**Run 1: logic cells by family**

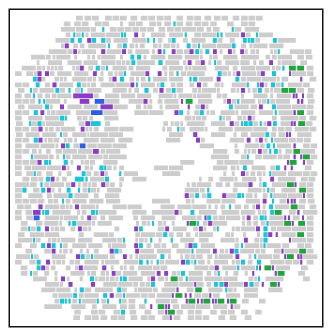
**Run 1: the metal 3 layer**

The bar under the picture is 50 um long.
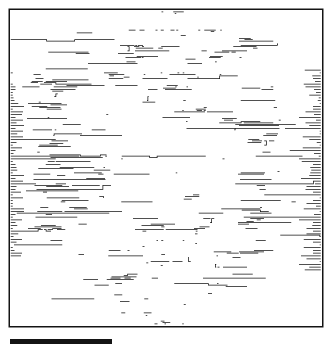
**Run 1: where the registers sit**

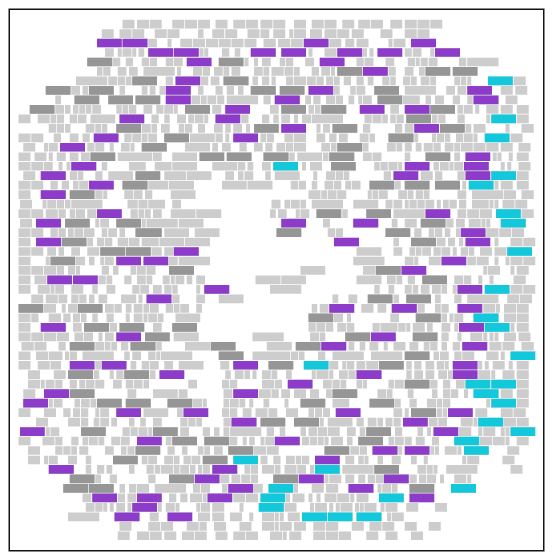
===== src/rtl/ex_mem_stage.sv =====
`default_nettype none
// ============================================================================
// Module   : ex_mem_stage
// Brief    : EX/MEM boundary register with 2-entry skid buffer and overflow trap
// Revision : 1.0 - initial release
// ============================================================================
module ex_mem_stage #(
  parameter int DW = 32,
  parameter int RW = 5
) (
  input  logic          CLK,
  input  logic          nRST,
  input  logic          flush,
  input  logic          in_valid,
  output logic          in_ready,
  input  logic [DW-1:0] alu_out,
  input  logic          alu_zero,
  input  logic          alu_negative,
  input  logic          alu_overflow,
  input  logic          ovf_trap,
  input  logic [DW-1:0] pc,
  input  logic [RW-1:0] wsel,
  input  logic          regwen,
  input  logic          dmemren,
  input  logic          dmemwen,
  input  logic [DW-1:0] store_data,
  output logic          out_valid,
  input  logic          out_ready,
  output logic [DW-1:0] out_result,
  output logic          out_zero,
  output logic          out_negative,
  output logic [DW-1:0] out_pc,
  output logic [RW-1:0] out_wsel,
  output logic          out_regwen,
  output logic          out_dmemren,
  output logic          out_dmemwen,
  output logic [DW-1:0] out_store_data,
  output logic          exc_valid,
  output logic [DW-1:0] exc_pc,
  input  logic          exc_clear
);

  localparam int PW = 3*DW + RW + 5;

  logic [PW-1:0] r_h;
  logic [PW-1:0] r_s;
  logic          r_h_valid;
  logic          r_s_valid;
  logic          r_in_ready;
  logic          r_exc_valid;
  logic [DW-1:0] r_exc_pc;

  logic [PW-1:0] w_in_pl;
  logic          w_accept;
  logic          w_trap;
  logic          w_enq;
  logic          w_pop;
  logic          w_h_valid_nxt;
  logic          w_s_valid_nxt;
  logic          w_h_load;
  logic          w_s_load;
  logic [PW-1:0] w_h_data_nxt;

  assign w_in_pl  = {alu_out, alu_zero, alu_negative, pc, wsel,
                     regwen, dmemren, dmemwen, store_data};
  // A beat offered during flush is discarded outright, trap included.
  assign w_accept = in_valid & r_in_ready & ~flush;
  assign w_trap   = w_accept & ovf_trap & alu_overflow;
  assign w_enq    = w_accept & ~w_trap;
  assign w_pop    = r_h_valid & out_ready;

  always_comb begin
    w_h_valid_nxt = r_h_valid;
    w_s_valid_nxt = r_s_valid;
    w_h_load      = 1'b0;
    w_s_load      = 1'b0;
    w_h_data_nxt  = w_in_pl;
    if (flush) begin
      w_h_valid_nxt = 1'b0;
      w_s_valid_nxt = 1'b0;
    end else if (r_s_valid) begin
      // Full: upstream is stalled, so only a pop can change anything.
      if (w_pop) begin
        w_h_load      = 1'b1;
        w_h_data_nxt  = r_s;
        w_s_valid_nxt = 1'b0;
      end
    end else if (r_h_valid) begin
      if (w_pop && w_enq) begin
        w_h_load = 1'b1;
      end else if (w_pop) begin
        w_h_valid_nxt = 1'b0;
      end else if (w_enq) begin
        w_s_load      = 1'b1;
        w_s_valid_nxt = 1'b1;
      end
    end else if (w_enq) begin
      w_h_load      = 1'b1;
      w_h_valid_nxt = 1'b1;
    end
  end

  always_ff @(posedge CLK) begin
    if (!nRST) begin
      r_h         <= '0;
      r_s         <= '0;
      r_h_valid   <= 1'b0;
      r_s_valid   <= 1'b0;
      r_in_ready  <= 1'b1;
      r_exc_valid <= 1'b0;
      r_exc_pc    <= '0;
    end else begin
      r_h_valid  <= w_h_valid_nxt;
      r_s_valid  <= w_s_valid_nxt;
      r_in_ready <= ~w_s_valid_nxt;
      if (w_h_load) r_h <= w_h_data_nxt;
      if (w_s_load) r_s <= w_in_pl;
      // First trap wins, unless the pending one is being cleared this cycle.
      if (w_trap) begin
        r_exc_valid <= 1'b1;
        if (!r_exc_valid || exc_clear) r_exc_pc <= pc;
      end else if (exc_clear) begin
        r_exc_valid <= 1'b0;
      end
    end
  end

  assign in_ready  = r_in_ready;
  assign out_valid = r_h_valid;
  assign exc_valid = r_exc_valid;
  assign exc_pc    = r_exc_pc;
  assign {out_result, out_zero, out_negative, out_pc, out_wsel,
          out_regwen, out_dmemren, out_dmemwen, out_store_data} = r_h;

endmodule
`default_nettype wire


===== config.mk =====
export PLATFORM = sky130hd
export DESIGN_NAME = ex_mem_stage
export DESIGN_NICKNAME = d
export VERILOG_FILES = /design/src/rtl/ex_mem_stage.sv
export SDC_FILE = /design/constraint.sdc
export NUM_CORES = 1
export LEC_CHECK = 0
export CORE_AREA = 2 2 151 153
export CTS_BUF_LIST = sky130_fd_sc_hd__clkbuf_4 sky130_fd_sc_hd__clkbuf_8 sky130_fd_sc_hd__clkbuf_16
export DETAILED_ROUTE_END_ITERATION = 10
export DIE_AREA = 0 0 153 155
export MAX_ROUTING_LAYER = met4
export PLACE_DENSITY = 0.8
export SYNTH_ARGS = -nofsm -noshare
export SYNTH_HDL_FRONTEND = slang
export SYNTH_SLANG_ARGS = --single-unit

===== constraint.sdc =====
create_clock -name CLK -period 1.8 [get_ports CLK]
set_input_delay 0.18 -clock CLK [delete_from_list [all_inputs] [get_ports CLK]]
set_output_delay 0.18 -clock CLK [all_outputs]
set_load 0.02 [all_outputs]

==> qor.csv, run 1 <==
metric;value;unit
status;finished, final reports clean;
post-place instance area;14000;um2
ratio of cells with drive above 1 in the final layout;8.03;%
WL/cell;19.7;um
Final TNS setup;0;ns
CP max FO;2;
crit-path cells;clkdlybuf4s50_1;
layer with the highest usage;met2;
Worst Hold Path Cells;3;
Core Util at FP;48.9;%
max incr delay on CP;0.66;ns
Die X;153;um
Initial DRT Pass Iterations;7;
Power per Cell Area;859;nW/um2
grt met3 use;4.43;%
DRT antenna net count;0;
# Cells Yosys;1285;
R2R Path End;exc_pc[30];
worst path bufs/invs;1;
leak pwr;0.00475;uW
largest net degree at the start of global routing;66;
Synth Instances;1285;
RD Place Congestion;0.829;
R2R Path Start;in_ready;
CTS tree;yes;
tool warnings;26;
## Picture notes: 'logic cells by family'
| family | color | cells |
|---|---|---|
| nor cells | cyan | 214 |
| mux cells | green | 32 |
| nand cells | purple | 178 |
| and/or cells | blue | 4 |

## Picture notes: 'the metal 3 layer'
main direction: horizontal
share of all routed wire: 8.6%
wire length on this layer: 2,960 um

## Picture notes: 'where the registers sit'
| netlist name | color | sequential cells |
|---|---|---|
| exc_pc | cyan | 32 |
| r_h | purple | 106 |
not colored: 110

## run 1: repair_timing
action,in CTS,in global routing
endpoints found under the hold margin,0,0
gates resized,3,0
setup endpoints to repair,2,0
## run 1: power by group
group / internal (uW) / switching [uW] / leakage (uW)
Sequential: 5670 / 111 / 0.00202
Combinational: 823 / 1020 / 0.00234
Clock: 2960 / 2090 / 0.000393
## run 1: layout make-up
class / instances / area [um2] / share of cell area, %
clock buffers: 35 / 732 / 4.96
clock inverters: 6 / 60.1 / 0.407
inverters: 2 / 8.76 / 0.0594
multi-input cells: 859 / 5150 / 34.9
flip-flops and latches: 248 / 4970 / 33.7
well taps: 285 / 357 / 2.42
repair buffers: 319 / 3480 / 23.6
## run 1: Yosys cell counts (all sizes together)
cell / number / share of area (%)
a211o: 1 / 0.081
nand4bb: 1 / 0.10
clkbuf: 101 / 3.5
o21ai: 107 / 4.9
nor3b: 1 / 0.069
and4bb: 1 / 0.12
buf: 75 / 3.9
and4b: 1 / 0.092
a21oi: 108 / 5.0
nand2: 65 / 2.2
dfxtp: 248 / 46
nor4: 105 / 6.0
inv: 2 / 0.069
nand2b: 2 / 0.12
a31oi: 2 / 0.12
and2: 1 / 0.058
and3b: 1 / 0.081
mux2i: 32 / 2.9
nand3b: 1 / 0.069
nor2b: 2 / 0.12
o31ai: 107 / 7.4
nand3: 1 / 0.16
nand4: 107 / 6.2
nand4b: 1 / 0.081
nor2: 106 / 3.7
a211oi: 106 / 7.3
## run 1: worst min-delay path: stages
cell and delay, ns:
buf_4 0.23, o21ai_0 0.12, a211oi_1 0.05
## run 1: flip-flops by register name, summed over array words and instances (netlist names)
name       count
r_h          106
r_s          106
exc_pc        32
exc_valid      1
in_ready       1
out_valid      1
r_s_valid      1
==> inputs of run 2 (changes only) <==
==> constraint.sdc (replaced) <==
create_clock -name CLK -period 2.1 [get_ports CLK]
set_input_delay 0.21 -clock CLK [delete_from_list [all_inputs] [get_ports CLK]]
set_output_delay 0.21 -clock CLK [all_outputs]
set_load 0.02 [all_outputs]
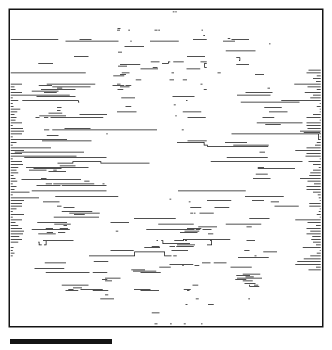
**Above:** run 2 (the metal 3 layer).
The bar under the picture is 50 um long.
main direction: horizontal
share of all routed wire: 8.2%

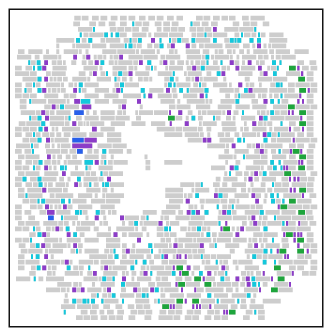
**Above:** run 2 (logic cells by family).
| family | color | cells |
|---|---|---|
| nor cells | cyan | 214 |
| and/or cells | blue | 4 |
| mux cells | green | 32 |
| nand cells | purple | 178 |

==> run 2 against run 1 <==
Non-clock buffer count decreased by 21. Flip-flop count unchanged. Final cell count decreased by 1.0%. Setup slack improved by 0.087 ns. Utilization decreased by 1.0 points. Synthesized area unchanged. Via count decreased by 1.5%. Highest routed layer unchanged.
==> qor.csv, run 2 <==
metric;value;unit;change
status;finished, final reports clean;;
CP max FO;9;;+7
R2R Path Start;out_valid;;
WL/cell;19.6;um;-0.43%
crit-path cells;clkdlybuf4s50_1;;
FFs w/ async S/R, synth;0;%;unchanged
Clk network pwr share;40.7;%;+0.9 points
post-synth top area cell;dfxtp_1;;
Synth Instances;1285;;unchanged
Post-synth top cells;248 x dfxtp_1, 108 x a21oi_1, 107 x nand4_1, 107 x o21ai_0, 107 x o31ai_1;;
Synth Flop Type;dfxtp_1;;
Initial DRT Pass Iterations;7;;unchanged
R2R Path End;r_h[29];;
max incr delay on CP;0.71;ns;+0.05 ns
Pint;8170;uW;-14%
layer with the highest usage;met2;;
worst path bufs/invs;1;;unchanged
number of gates resized after CTS;0;;-3
Core Util at FP;48.9;%;unchanged
P_sw;2780;uW;-14%
Worst Hold Path Cells;3;;unchanged
==> run 2: cell counts after synthesis <==
No cell type changed its count.
==> run 2: power groups by stage <==
stage | Clock [uW] | Combinational [uW] | Sequential, uW
CTS | 4510 | 1530 | 4950
global route | 4710 | 1630 | 4970
floorplan | 0 | 572 | 5220
finish | 4450 | 1540 | 4950
global placement | 0 | 1510 | 5050
detailed placement | 0 | 1520 | 5050
==> run 2: metrics by stage <==
stage	std cells	util (%)	area (um2)
detailed placement	1692	61.7	13700
finish	1736	65.4	14500
CTS	1736	65.4	14500
global route	1736	65.4	14500
floorplan	1285	-	10900
global placement	1692	61.7	13700
==> run 2: how the worst max path moves through the flow <==
stage	from	endpoint	slack [ns]	cells past startpoint
final	out_valid	out_valid	0.13	1
after global routing	out_valid	out_valid	0.07	1
after CTS	out_valid	out_valid	0.13	1
after detailed placement	out_ready	r_h[29]	0.02	5
after global placement	out_ready	r_h[71]	0.13	5
after floorplan	out_valid	r_s[76]	0.57	6
==> run 2: cell families after synthesis <==
family,count (synthesis)
buffers and inverters,178
and+or+nand+nor,396
DFF,248
AOI/OAI and AO/OA,431
muxes,32
==> run 2: area by class of cell <==
cell class                 count  share of cell area (%)
inverter                       2                  0.0603
clock buffer                  41                    5.59
multi-input combinational    859                    35.5
timing repair buffer         298                    22.2
sequential                   248                    34.2
tap                          285                    2.45
clock inverter                 3                   0.103
==> run 2: layer usage <==
layer | up-vias | part of all wire, %
met5 | - | 0
met4 | 0 | 3.2
li1 | 5164 | -
met3 | 87 | 8.2
met1 | 5334 | 42
met2 | 586 | 47
Power and IR drop assume default switching activity.
